$ cat config.mk
export PLATFORM = sky130hd
export DESIGN_NAME = packet_receiver_np
export DESIGN_NICKNAME = d
export VERILOG_FILES = /design/src/rtl/packet_receiver_np.sv
export SDC_FILE = /design/constraint.sdc
export NUM_CORES = 1
export LEC_CHECK = 0
export CAP_MARGIN = 20
export CORE_MARGIN = 8
export CORE_UTILIZATION = 59
export DETAILED_ROUTE_END_ITERATION = 16
export HOLD_SLACK_MARGIN = 0.12
export PLACE_DENSITY = 0.94
export RECOVER_POWER = 100
export SYNTH_ARGS = -nofsm -noshare
export SYNTH_HDL_FRONTEND = slang
export SYNTH_SLANG_ARGS = --single-unit
$ cat constraint.sdc
create_clock -name clk1 -period 5.5 [get_ports clk1]
set_clock_uncertainty 0.2 [all_clocks]
set_input_delay 0.825 -clock clk1 [delete_from_list [all_inputs] [get_ports clk1]]
set_output_delay 0.825 -clock clk1 [all_outputs]
set_load 0.01 [all_outputs]
$ cat src/rtl/packet_receiver_np.sv
// Store-and-forward router input receiver: screens SRC/DST/SIZE/payload/CRC packets,
// stages good ones in a local buffer and drains them into one of NUM_PORTS FIFO write ports.
module packet_receiver_np #(
    parameter int NUM_PORTS   = 4,
    parameter int DATA_W      = 8,
    parameter int ADDR_W      = 4,
    parameter int MAX_PAYLOAD = 8,
    parameter int TRUST_MAX   = 15,
    parameter int CNT_W       = 8
) (
    input  logic                        clk1,
    input  logic                        rst,
    input  logic                        packet_valid_i,
    input  logic [DATA_W-1:0]           pdata,
    input  logic [NUM_PORTS-1:0]        wfull,
    output logic                        stop_packet_send,
    output logic [NUM_PORTS-1:0]        winc,
    output logic [NUM_PORTS*DATA_W-1:0] wdata,
    output logic [NUM_PORTS*ADDR_W-1:0] waddr,
    output logic                        pkt_ok,
    output logic                        pkt_err,
    output logic [CNT_W-1:0]            ok_cnt,
    output logic [CNT_W-1:0]            drop_cnt
);
    localparam int PSEL_W = $clog2(NUM_PORTS);
    localparam int BUF_AW = (MAX_PAYLOAD > 1) ? $clog2(MAX_PAYLOAD) : 1;
    localparam logic [31:0] TRUST_U = TRUST_MAX;
    localparam logic [31:0] MAXP_U  = MAX_PAYLOAD;
    localparam logic [31:0] NP_U    = NUM_PORTS;
    localparam logic [DATA_W-1:0] ONE = {{(DATA_W-1){1'b0}}, 1'b1};

    typedef enum logic [2:0] {
        S_IDLE, S_DST, S_SIZE, S_PAY, S_CRC, S_DRAIN
    } state_t;

    state_t              state_q, state_d;
    logic [DATA_W-1:0]   src_q, src_d;
    logic [DATA_W-1:0]   size_q, size_d;
    logic [DATA_W-1:0]   chk_q, chk_d;
    logic [DATA_W-1:0]   cnt_q, cnt_d;
    logic [DATA_W-1:0]   idx_q, idx_d;
    logic [PSEL_W-1:0]   port_q, port_d;
    logic                stop_q;
    logic                pkt_ok_q, pkt_ok_d;
    logic                pkt_err_q, pkt_err_d;
    logic [CNT_W-1:0]    ok_cnt_q, drop_cnt_q;
    logic [DATA_W-1:0]   buf_q [MAX_PAYLOAD];
    logic                accept;
    logic                buf_we;
    logic                pkt_good;
    logic [BUF_AW-1:0]   rd_addr;
    logic [DATA_W-1:0]   drain_byte;

    assign accept = packet_valid_i && !stop_q;

    // Every screening rule is applied together at the CRC byte, so oversized
    // payloads are still fully consumed before the drop is signalled.
    assign pkt_good = (pdata == chk_q)
                   && (32'(src_q)  <= TRUST_U)
                   && (32'(port_q) <  NP_U)
                   && (32'(size_q) <= MAXP_U);

    always_comb begin
        state_d   = state_q;
        src_d     = src_q;
        port_d    = port_q;
        size_d    = size_q;
        chk_d     = chk_q;
        cnt_d     = cnt_q;
        idx_d     = idx_q;
        pkt_ok_d  = 1'b0;
        pkt_err_d = 1'b0;
        buf_we    = 1'b0;
        unique case (state_q)
            S_IDLE: begin
                if (accept) begin
                    src_d   = pdata;
                    chk_d   = pdata;
                    state_d = S_DST;
                end
            end
            S_DST: begin
                if (!packet_valid_i) begin
                    pkt_err_d = 1'b1;
                    state_d   = S_IDLE;
                end else begin
                    port_d  = pdata[DATA_W-1 -: PSEL_W];
                    chk_d   = chk_q ^ pdata;
                    state_d = S_SIZE;
                end
            end
            S_SIZE: begin
                if (!packet_valid_i) begin
                    pkt_err_d = 1'b1;
                    state_d   = S_IDLE;
                end else begin
                    size_d  = pdata;
                    chk_d   = chk_q ^ pdata;
                    cnt_d   = '0;
                    state_d = (pdata != '0) ? S_PAY : S_CRC;
                end
            end
            S_PAY: begin
                if (!packet_valid_i) begin
                    pkt_err_d = 1'b1;
                    state_d   = S_IDLE;
                end else begin
                    buf_we = (32'(cnt_q) < MAXP_U);
                    chk_d  = chk_q ^ pdata;
                    cnt_d  = cnt_q + ONE;
                    if (cnt_q == size_q - ONE) begin
                        state_d = S_CRC;
                    end
                end
            end
            S_CRC: begin
                if (!packet_valid_i) begin
                    pkt_err_d = 1'b1;
                    state_d   = S_IDLE;
                end else if (pkt_good) begin
                    idx_d   = '0;
                    state_d = S_DRAIN;
                end else begin
                    pkt_err_d = 1'b1;
                    state_d   = S_IDLE;
                end
            end
            S_DRAIN: begin
                // Index 0 is the SIZE byte; index k>0 is payload byte k-1.
                if (!wfull[port_q]) begin
                    idx_d = idx_q + ONE;
                    if (idx_q == size_q) begin
                        pkt_ok_d = 1'b1;
                        state_d  = S_IDLE;
                    end
                end
            end
            default: state_d = S_IDLE;
        endcase
    end

    always_ff @(posedge clk1 or negedge rst) begin
        if (!rst) begin
            state_q    <= S_IDLE;
            src_q      <= '0;
            port_q     <= '0;
            size_q     <= '0;
            chk_q      <= '0;
            cnt_q      <= '0;
            idx_q      <= '0;
            stop_q     <= 1'b0;
            pkt_ok_q   <= 1'b0;
            pkt_err_q  <= 1'b0;
            ok_cnt_q   <= '0;
            drop_cnt_q <= '0;
        end else begin
            state_q   <= state_d;
            src_q     <= src_d;
            port_q    <= port_d;
            size_q    <= size_d;
            chk_q     <= chk_d;
            cnt_q     <= cnt_d;
            idx_q     <= idx_d;
            stop_q    <= (state_d == S_DRAIN);
            pkt_ok_q  <= pkt_ok_d;
            pkt_err_q <= pkt_err_d;
            if (pkt_ok_d && (ok_cnt_q != '1)) begin
                ok_cnt_q <= ok_cnt_q + 1'b1;
            end
            if (pkt_err_d && (drop_cnt_q != '1)) begin
                drop_cnt_q <= drop_cnt_q + 1'b1;
            end
        end
    end

    // Staging buffer carries no reset; its contents are only read after being written.
    always_ff @(posedge clk1) begin
        if (buf_we) begin
            buf_q[BUF_AW'(cnt_q)] <= pdata;
        end
    end

    assign rd_addr    = BUF_AW'(idx_q - ONE);
    assign drain_byte = (idx_q == '0) ? size_q : buf_q[rd_addr];

    genvar gi;
    generate
        for (gi = 0; gi < NUM_PORTS; gi++) begin : g_port
            logic              sel;
            logic [ADDR_W-1:0] wptr_q;

            assign sel                        = (state_q == S_DRAIN) && (port_q == PSEL_W'(gi));
            assign winc[gi]                   = sel && !wfull[gi];
            assign wdata[gi*DATA_W +: DATA_W] = sel ? drain_byte : '0;
            assign waddr[gi*ADDR_W +: ADDR_W] = wptr_q;

            always_ff @(posedge clk1 or negedge rst) begin
                if (!rst) begin
                    wptr_q <= '0;
                end else if (winc[gi]) begin
                    wptr_q <= wptr_q + 1'b1;
                end
            end
        end
    endgenerate

    assign stop_packet_send = stop_q;
    assign pkt_ok           = pkt_ok_q;
    assign pkt_err          = pkt_err_q;
    assign ok_cnt           = ok_cnt_q;
    assign drop_cnt         = drop_cnt_q;

endmodule

==> impl_metrics.env, run 1 <==
# implementation run metrics
export IMPL_timing_rr_start="size_q[0]"
export IMPL_min_delay_path_depth=1
export IMPL_met2RoutedLength_microns=8990
export IMPL_most_frequent_standard_cell_in_the_layout_excluding_fill_and_tap_cells="sky130_fd_sc_hd__dlygate4sd3_1"
export IMPL_synth_area_leader_cell="sky130_fd_sc_hd__edfxtp_1"
export IMPL_finalSetupTns_ns=0
export IMPL_largestPowerGroup="sequential cells"
export IMPL_gpl_final_weighted_congestion=0.877
export IMPL_simple_gate_area_share_pct=14.6
export IMPL_route_detailed_wl_per_inst_microns=23.6
export IMPL_nonClkBufAreaFrac_pct=10.6
export IMPL_total_switching_power_mw=1.03
export IMPL_top_cells_by_area="sky130_fd_sc_hd__edfxtp_1 29%, sky130_fd_sc_hd__dfrtp_1 29%, sky130_fd_sc_hd__mux4_2 5.8%, sky130_fd_sc_hd__xor2_1 4.7%, sky130_fd_sc_hd__nand2_1 3.4%"
export IMPL_die_height_microns=122
export IMPL_fin_crit_ns=5.02
export IMPL_largestClassByArea="flip-flops and latches"
export IMPL_fill_cells=575
export IMPL_taps=140
export IMPL_post_route_cells_drive_above_1_share_pct=10.9
export IMPL_area_delta_synth_final_pct=22.7
export IMPL_setup_viol=0
export IMPL_violated_checks="capacitance limit, slew limit"
export IMPL_yosys_cell_count_top_type="sky130_fd_sc_hd__dfrtp_1"
export IMPL_outcome="finished with violations"
export IMPL_timing_worst_setup_path_type="reg -> out"
export IMPL_max_slew_margin_rel_pct=-167
export IMPL_power_density_cell_area_nw_per_um2=406
export IMPL_worstMarginPinSlew_ns=4.01
export IMPL_seqAreaFraction_pct=47.4
export IMPL_chipWidth_microns=122
export IMPL_multi_input_gates=364
export IMPL_clock_latency_late_pin_ns=0.54
export IMPL_final_cell_area_sq_um=8070
export IMPL_postCtsSetupBuffers=0
export IMPL_reg2reg_depth=8
export IMPL_final_max_slew_violation_count=77
export IMPL_row_count=38
export IMPL_clkCellAreaFrac_pct=7.35
export IMPL_crit_end="wdata[12]"
export IMPL_warning_count=27
export IMPL_worstPathMaxFanout=20
export IMPL_route_met3_wl_microns=2310
export IMPL_holdBufCountCts=0
export IMPL_slowest_stage="sky130_fd_sc_hd__xor2_1"
export IMPL_timing_critical_path_from_type="register"
export IMPL_mostFrequentLayoutCells="80 x sky130_fd_sc_hd__dlygate4sd3_1, 76 x sky130_fd_sc_hd__dfrtp_1, 64 x sky130_fd_sc_hd__edfxtp_1"
export IMPL_hold_path_startpoint="g_port[1].wptr_q[3]"
export IMPL_cts_clk_slew_worst_paths_ns=0.06
export IMPL_grt_use_total_pct=25.0
export IMPL_common_cells="76 x sky130_fd_sc_hd__dfrtp_1, 64 x sky130_fd_sc_hd__edfxtp_1, 60 x sky130_fd_sc_hd__nand2_1, 54 x sky130_fd_sc_hd__nor2_1, 35 x sky130_fd_sc_hd__xor2_1"
export IMPL_fp_dieArea_sq_um=14800
export IMPL_cts_buffer_depth=2
export IMPL_cp_end_kind="output port"
export IMPL_cap_violations=1
export IMPL_combAreaFraction_pct=32.2
export IMPL_tally_of_yosys_warning_messages=0
export IMPL_critPathRequiredTime_ns=4.47
export IMPL_grt_busiest_layer="met2"
export IMPL_clkPwrFrac_pct=34.4
export IMPL_total_area_of_sequential_cells_sq_um=3820
export IMPL_initial_utilization_pct=60.7
export IMPL_max_stage_delay_ns=0.90
export IMPL_cts_resized=0
export IMPL_port_buffers=85
export IMPL_seq_power_share_pct=43.9
export IMPL_cts_root_buf="sky130_fd_sc_hd__clkbuf_8"
export IMPL_distinct_lib_cells_used=51
export IMPL_syn_inst=531
export IMPL_cts_tree="built"
export IMPL_largest_reg_flops=64
export IMPL_power_share_switching_pct=31.3
export IMPL_post_synth_top_area_share_pct=29.2
export IMPL_nNetsFinal=643
export IMPL_num_antenna_cells=0
export IMPL_met2_usage_pct=42.2
export IMPL_first_iter_violations=893
export IMPL_hold_fails_final_rpt=0
export IMPL_finalCoreUtilization_pct=74.5
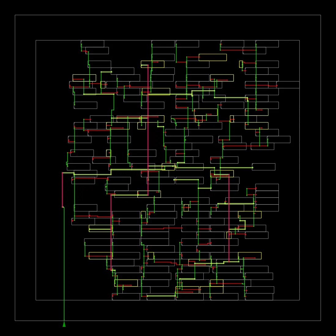
run_1/final_clocks.png
sequential cells: 140
# clock sinks: 140
CLK BUF: 21
P_clk: 1.13 mW
total clock buffers created by CTS: 17

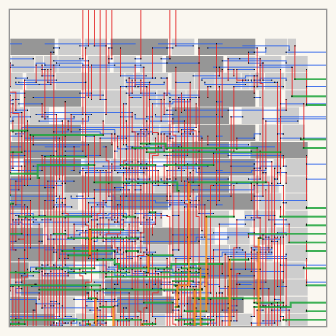
run_1/zoom.png
Window x 66 to 116, y 66 to 116 microns. Cells in gray, sequential cells in the stronger gray; small squares are vias.
color	layer
red	met2
green	met3
blue	met1
orange	met4
most frequent	dlygate4sd3_1 (35), dfrtp_1 (31), nor2_1 (21)
cells with their middle in the window	183
netlist names of flops here include	g_port.wptr_q (16), idx_q (7), ok_cnt (2)
sequential cells in the window	32

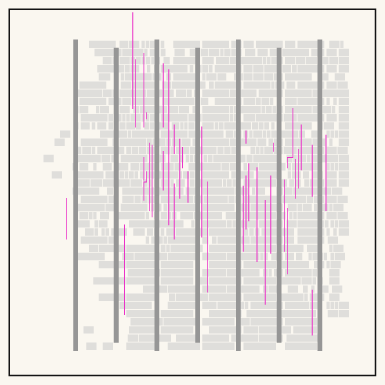
run_1/met4.png
Scale: 3 px per micron. Supply wires on this layer in gray. Cells faint in the background.
nets with wire on the layer	32
longest straight run	51.7 microns
main direction	vertical
share of all routed wire	4.0%
vias post-DR: 4,959
Routed WL: 18,200 microns

## Run 2: what changed since run 1
--- a/config.mk
+++ b/config.mk
@@ -12,6 +12,7 @@
 export HOLD_SLACK_MARGIN = 0.12
 export PLACE_DENSITY = 0.94
 export RECOVER_POWER = 100
+export SLEW_MARGIN = 10
 export SYNTH_ARGS = -nofsm -noshare
 export SYNTH_HDL_FRONTEND = slang
 export SYNTH_SLANG_ARGS = --single-unit
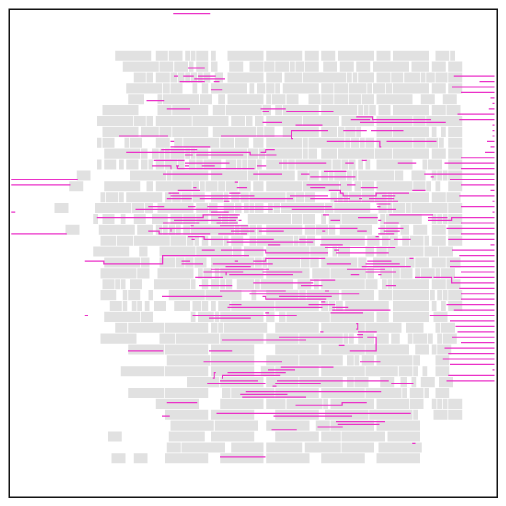
run_2/met3.png
Scale: 4 px per micron. Cells faint in the background.
share of all routed wire	13%
main direction	horizontal
met3 track demand over resource: 7.17%

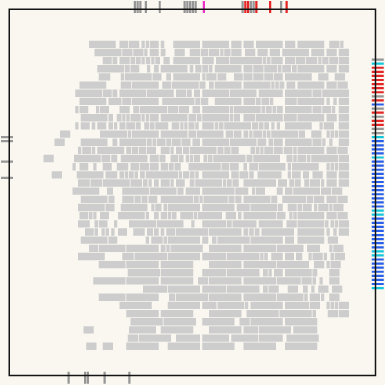
run_2/pins.png
Scale: 3 px per micron. Pins as bars across the die edge, other pins in gray.
color	port	pins	direction	edge
cyan	ok_cnt	8	output	east
red	waddr	16	output	11 east, 5 north
magenta	packet_valid_i	1	input	north
blue	wdata	32	output	east
all pins by edge	57 east, 20 north, 5 south, 4 west
die x size: 122 microns
buffers added on ports: 85

==> impl_metrics.env, run 2 <==
# implementation run metrics
export IMPL_cellLeakagePower_nw=3.39
export IMPL_drt_first_pass_iters=6
export IMPL_clkbuf_count=21
export IMPL_holdBufCountCts=0
export IMPL_max_stage_delay_ns=0.90
export IMPL_finalSetupTns_ns=0
export IMPL_most_frequent_standard_cell_in_the_layout_excluding_fill_and_tap_cells="sky130_fd_sc_hd__dlygate4sd3_1"
export IMPL_initial_utilization_pct=60.7
export IMPL_top_cells_by_area="sky130_fd_sc_hd__edfxtp_1 29%, sky130_fd_sc_hd__dfrtp_1 29%, sky130_fd_sc_hd__mux4_2 5.8%, sky130_fd_sc_hd__xor2_1 4.7%, sky130_fd_sc_hd__nand2_1 3.4%"
export IMPL_cts_tree="built"
export IMPL_floorplan_nets=556
export IMPL_crit_end="wdata[12]"
export IMPL_nonClkBufAreaFrac_pct=10.6
export IMPL_cap_violations=1
export IMPL_distinct_lib_cells_used=51
export IMPL_cts_resized=0
export IMPL_common_cells="76 x sky130_fd_sc_hd__dfrtp_1, 64 x sky130_fd_sc_hd__edfxtp_1, 60 x sky130_fd_sc_hd__nand2_1, 54 x sky130_fd_sc_hd__nor2_1, 35 x sky130_fd_sc_hd__xor2_1"
export IMPL_multi_input_gates=364
export IMPL_power_density_cell_area_nw_per_um2=406
export IMPL_violated_checks="capacitance limit, slew limit"
export IMPL_seq_cells=140
export IMPL_mostFrequentLayoutCells="80 x sky130_fd_sc_hd__dlygate4sd3_1, 76 x sky130_fd_sc_hd__dfrtp_1, 64 x sky130_fd_sc_hd__edfxtp_1"
export IMPL_fill_cells=575
export IMPL_met2RoutedLength_microns=8990
export IMPL_simple_gate_area_share_pct=14.6
export IMPL_max_flop_register="buf_q"
export IMPL_grt_busiest_layer="met2"
export IMPL_outcome="finished with violations"
export IMPL_postCtsSetupBuffers=0
export IMPL_yosys_register_bits=140
export IMPL_worstPathMaxFanout=20
export IMPL_num_antenna_cells=0
export IMPL_detail_route_wirelength_met1_microns=6120
export IMPL_ys_seq_share_pct=58.1
export IMPL_post_route_cells_drive_above_1_share_pct=10.9
export IMPL_critPathRequiredTime_ns=4.47
export IMPL_combAreaFraction_pct=32.2
export IMPL_ys_area_sq_um=6580
export IMPL_cts_root_buf="sky130_fd_sc_hd__clkbuf_8"
export IMPL_seqAreaFraction_pct=47.4
export IMPL_timing_worst_setup_path_type="reg -> out"
export IMPL_route_met3_wl_microns=2310
export IMPL_syn_inst=531
export IMPL_num_vias=4959
export IMPL_post_synth_top_area_share_pct=29.2
export IMPL_fin_cells=771
export IMPL_reg2reg_slack_ns=2.13
export IMPL_max_vdd_ir_drop_v=0.000198
export IMPL_first_iter_violations=893
export IMPL_reg2reg_depth=8
export IMPL_nNetsFinal=643
export IMPL_beginning_of_the_critical_path="idx_q[0]"
export IMPL_placedCellCount=737
export IMPL_post_route_worst_setup_slack_ns=0.485
export IMPL_r2r_end="idx_q[7]"
export IMPL_total_area_of_sequential_cells_sq_um=3820
export IMPL_tally_of_yosys_warning_messages=0
export IMPL_timing_critical_path_from_type="register"
export IMPL_synthXorXnorAreaFrac_pct=7.99
export IMPL_clkCellAreaFrac_pct=7.35
export IMPL_yosys_cell_count_top_type="sky130_fd_sc_hd__dfrtp_1"
export IMPL_route_detailed_wl_per_inst_microns=23.6
export IMPL_cts_buffer_depth=2
export IMPL_slowest_stage="sky130_fd_sc_hd__xor2_1"
export IMPL_number_of_remaining_drc_errors=0
export IMPL_setup_viol=0
export IMPL_crit_path_cell_chain="buf_4, inv_1, ha_1, xor2_1, mux2i_1, nand2_1, o21ai_0, nor2_1, dlygate4sd3_1"
export IMPL_worst_hold_slack_ns=0.271
export IMPL_cp_end_kind="output port"
export IMPL_warning_count=27
export IMPL_globalRouteOverflowTotal=0
export IMPL_total_switching_power_mw=1.03
export IMPL_largest_reg_flops=64
export IMPL_area_fraction_in_mux_cells_pct=10.4
export IMPL_clock_latency_late_pin_ns=0.54
export IMPL_clkPwrFrac_pct=34.4
export IMPL_critical_path_top_delay_family="buffers and inverters"
export IMPL_taps=140
export IMPL_hold_path_startpoint="g_port[1].wptr_q[3]"
export IMPL_final_max_slew_violation_count=77
export IMPL_cts_clk_slew_worst_paths_ns=0.06
export IMPL_postSynth_asyncResetShare_pct=54.3
export IMPL_clock_sink_count=140
export IMPL_timing_rr_start="size_q[0]"
export IMPL_largest_registers="buf_q: 64 flops, g_port.wptr_q: 16 flops"
export IMPL_largestPowerGroup="sequential cells"
export IMPL_finalCoreUtilization_pct=74.5
export IMPL_worstMarginPinSlew_ns=4.01
export IMPL_p_clk_mw=1.13
export IMPL_hold_fails_final_rpt=0
export IMPL_buffers_excl_clock=88
export IMPL_area_delta_synth_final_pct=22.7
export IMPL_gpl_final_weighted_congestion=0.877
export IMPL_flop_latch_power_mw=1.44
export IMPL_fp_dieArea_sq_um=14800
export IMPL_seq_power_share_pct=43.9
export IMPL_cts_inserted_buffers=17
export IMPL_postRouteWirelength_microns=18200
export IMPL_power_share_switching_pct=31.3
export IMPL_largestClassByArea="flip-flops and latches"
export IMPL_min_delay_path_depth=1
export IMPL_max_slew_margin_rel_pct=-167
export IMPL_row_count=38
export IMPL_grt_use_total_pct=25.0
export IMPL_final_cell_area_sq_um=8070
export IMPL_fin_crit_ns=5.02
export IMPL_synth_area_leader_cell="sky130_fd_sc_hd__edfxtp_1"
export IMPL_met2_usage_pct=42.2
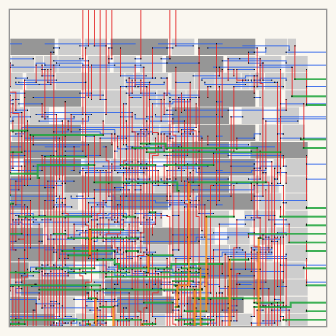
run_2/zoom.png
Window x 66 to 116, y 66 to 116 microns. Cells in gray, sequential cells in the stronger gray; small squares are vias.

## Run 3: what changed since run 2
--- a/config.mk
+++ b/config.mk
@@ -12,6 +12,7 @@
 export HOLD_SLACK_MARGIN = 0.12
 export PLACE_DENSITY = 0.94
 export RECOVER_POWER = 100
+export SKIP_LAST_GASP = 1
 export SLEW_MARGIN = 10
 export SYNTH_ARGS = -nofsm -noshare
 export SYNTH_HDL_FRONTEND = slang
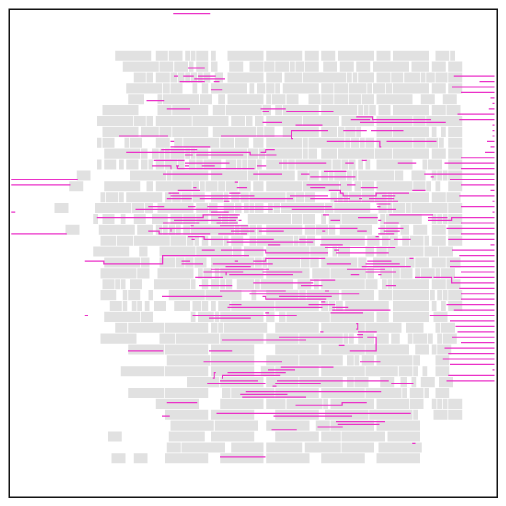
run_3/met3.png
Scale: 4 px per micron. Cells faint in the background.
main direction	horizontal
share of all routed wire	13%
nets with wire on the layer	178
longest straight run	49.2 microns

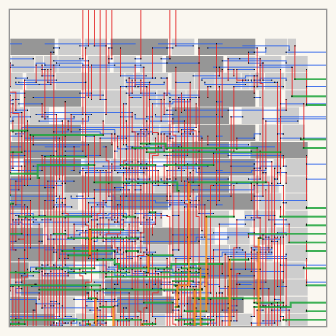
run_3/zoom.png
Window x 66 to 116, y 66 to 116 microns. Cells in gray, sequential cells in the stronger gray; small squares are vias.

==> impl_metrics.env, run 3 <==
# implementation run metrics
export IMPL_cts_inserted_buffers=17
export IMPL_postSynth_asyncResetShare_pct=54.3
export IMPL_clkbuf_count=21
export IMPL_taps=140
export IMPL_common_cells="76 x sky130_fd_sc_hd__dfrtp_1, 64 x sky130_fd_sc_hd__edfxtp_1, 60 x sky130_fd_sc_hd__nand2_1, 54 x sky130_fd_sc_hd__nor2_1, 35 x sky130_fd_sc_hd__xor2_1"
export IMPL_ys_area_sq_um=6580
export IMPL_cap_violations=1
export IMPL_fin_crit_ns=5.02
export IMPL_final_cell_area_sq_um=8070
export IMPL_outcome="finished with violations"
export IMPL_most_frequent_standard_cell_in_the_layout_excluding_fill_and_tap_cells="sky130_fd_sc_hd__dlygate4sd3_1"
export IMPL_cts_buffer_depth=2
export IMPL_groute_layer_met3_usage_pct=7.17
export IMPL_largestClassByArea="flip-flops and latches"
export IMPL_setup_viol=0
export IMPL_fp_dieArea_sq_um=14800
export IMPL_fin_cells=771
export IMPL_gpl_final_weighted_congestion=0.877
export IMPL_top_cells_by_area="sky130_fd_sc_hd__edfxtp_1 29%, sky130_fd_sc_hd__dfrtp_1 29%, sky130_fd_sc_hd__mux4_2 5.8%, sky130_fd_sc_hd__xor2_1 4.7%, sky130_fd_sc_hd__nand2_1 3.4%"
export IMPL_clock_sink_count=140
export IMPL_grt_busiest_layer="met2"
export IMPL_largestPowerGroup="sequential cells"
export IMPL_synthXorXnorAreaFrac_pct=7.99
export IMPL_cts_root_buf="sky130_fd_sc_hd__clkbuf_8"
export IMPL_buffers_excl_clock=88
export IMPL_power_share_switching_pct=31.3
export IMPL_yosys_register_bits=140
export IMPL_port_buffers=85
export IMPL_finalCoreUtilization_pct=74.5
export IMPL_max_flop_register="buf_q"
export IMPL_cts_tree="built"
export IMPL_route_met3_wl_microns=2310
export IMPL_worstPathMaxFanout=20
export IMPL_largest_registers="buf_q: 64 flops, g_port.wptr_q: 16 flops"
export IMPL_nonClkBufAreaFrac_pct=10.6
export IMPL_tally_of_yosys_warning_messages=0
export IMPL_distinct_lib_cells_used=51
export IMPL_post_route_worst_setup_slack_ns=0.485
export IMPL_final_max_slew_violation_count=77
export IMPL_reg2reg_depth=8
export IMPL_flop_latch_power_mw=1.44
export IMPL_max_vdd_ir_drop_v=0.000198
export IMPL_globalRouteOverflowTotal=0
export IMPL_clock_latency_late_pin_ns=0.54
export IMPL_timing_worst_setup_path_type="reg -> out"
export IMPL_chipWidth_microns=122
export IMPL_floorplan_nets=556
export IMPL_timing_rr_start="size_q[0]"
export IMPL_critPathRequiredTime_ns=4.47
export IMPL_area_fraction_in_mux_cells_pct=10.4
export IMPL_area_delta_synth_final_pct=22.7
export IMPL_timing_critical_path_from_type="register"
export IMPL_largest_reg_flops=64
export IMPL_max_stage_delay_ns=0.90
export IMPL_route_detailed_wl_per_inst_microns=23.6
export IMPL_row_count=38
export IMPL_violated_checks="capacitance limit, slew limit"
export IMPL_cp_end_kind="output port"
export IMPL_mostFrequentLayoutCells="80 x sky130_fd_sc_hd__dlygate4sd3_1, 76 x sky130_fd_sc_hd__dfrtp_1, 64 x sky130_fd_sc_hd__edfxtp_1"
export IMPL_power_density_cell_area_nw_per_um2=406
export IMPL_placedCellCount=737
export IMPL_cellLeakagePower_nw=3.39
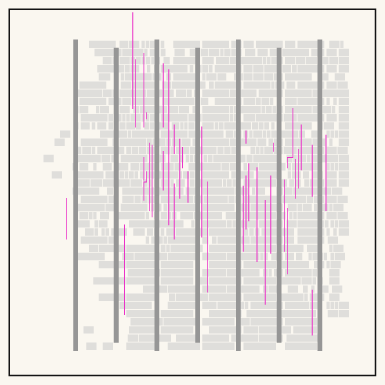
run_3/met4.png
Scale: 3 px per micron. Supply wires on this layer in gray. Cells faint in the background.
share of all routed wire	4.0%
main direction	vertical

No activity file was given, so power comes from the tool's default toggle rates.
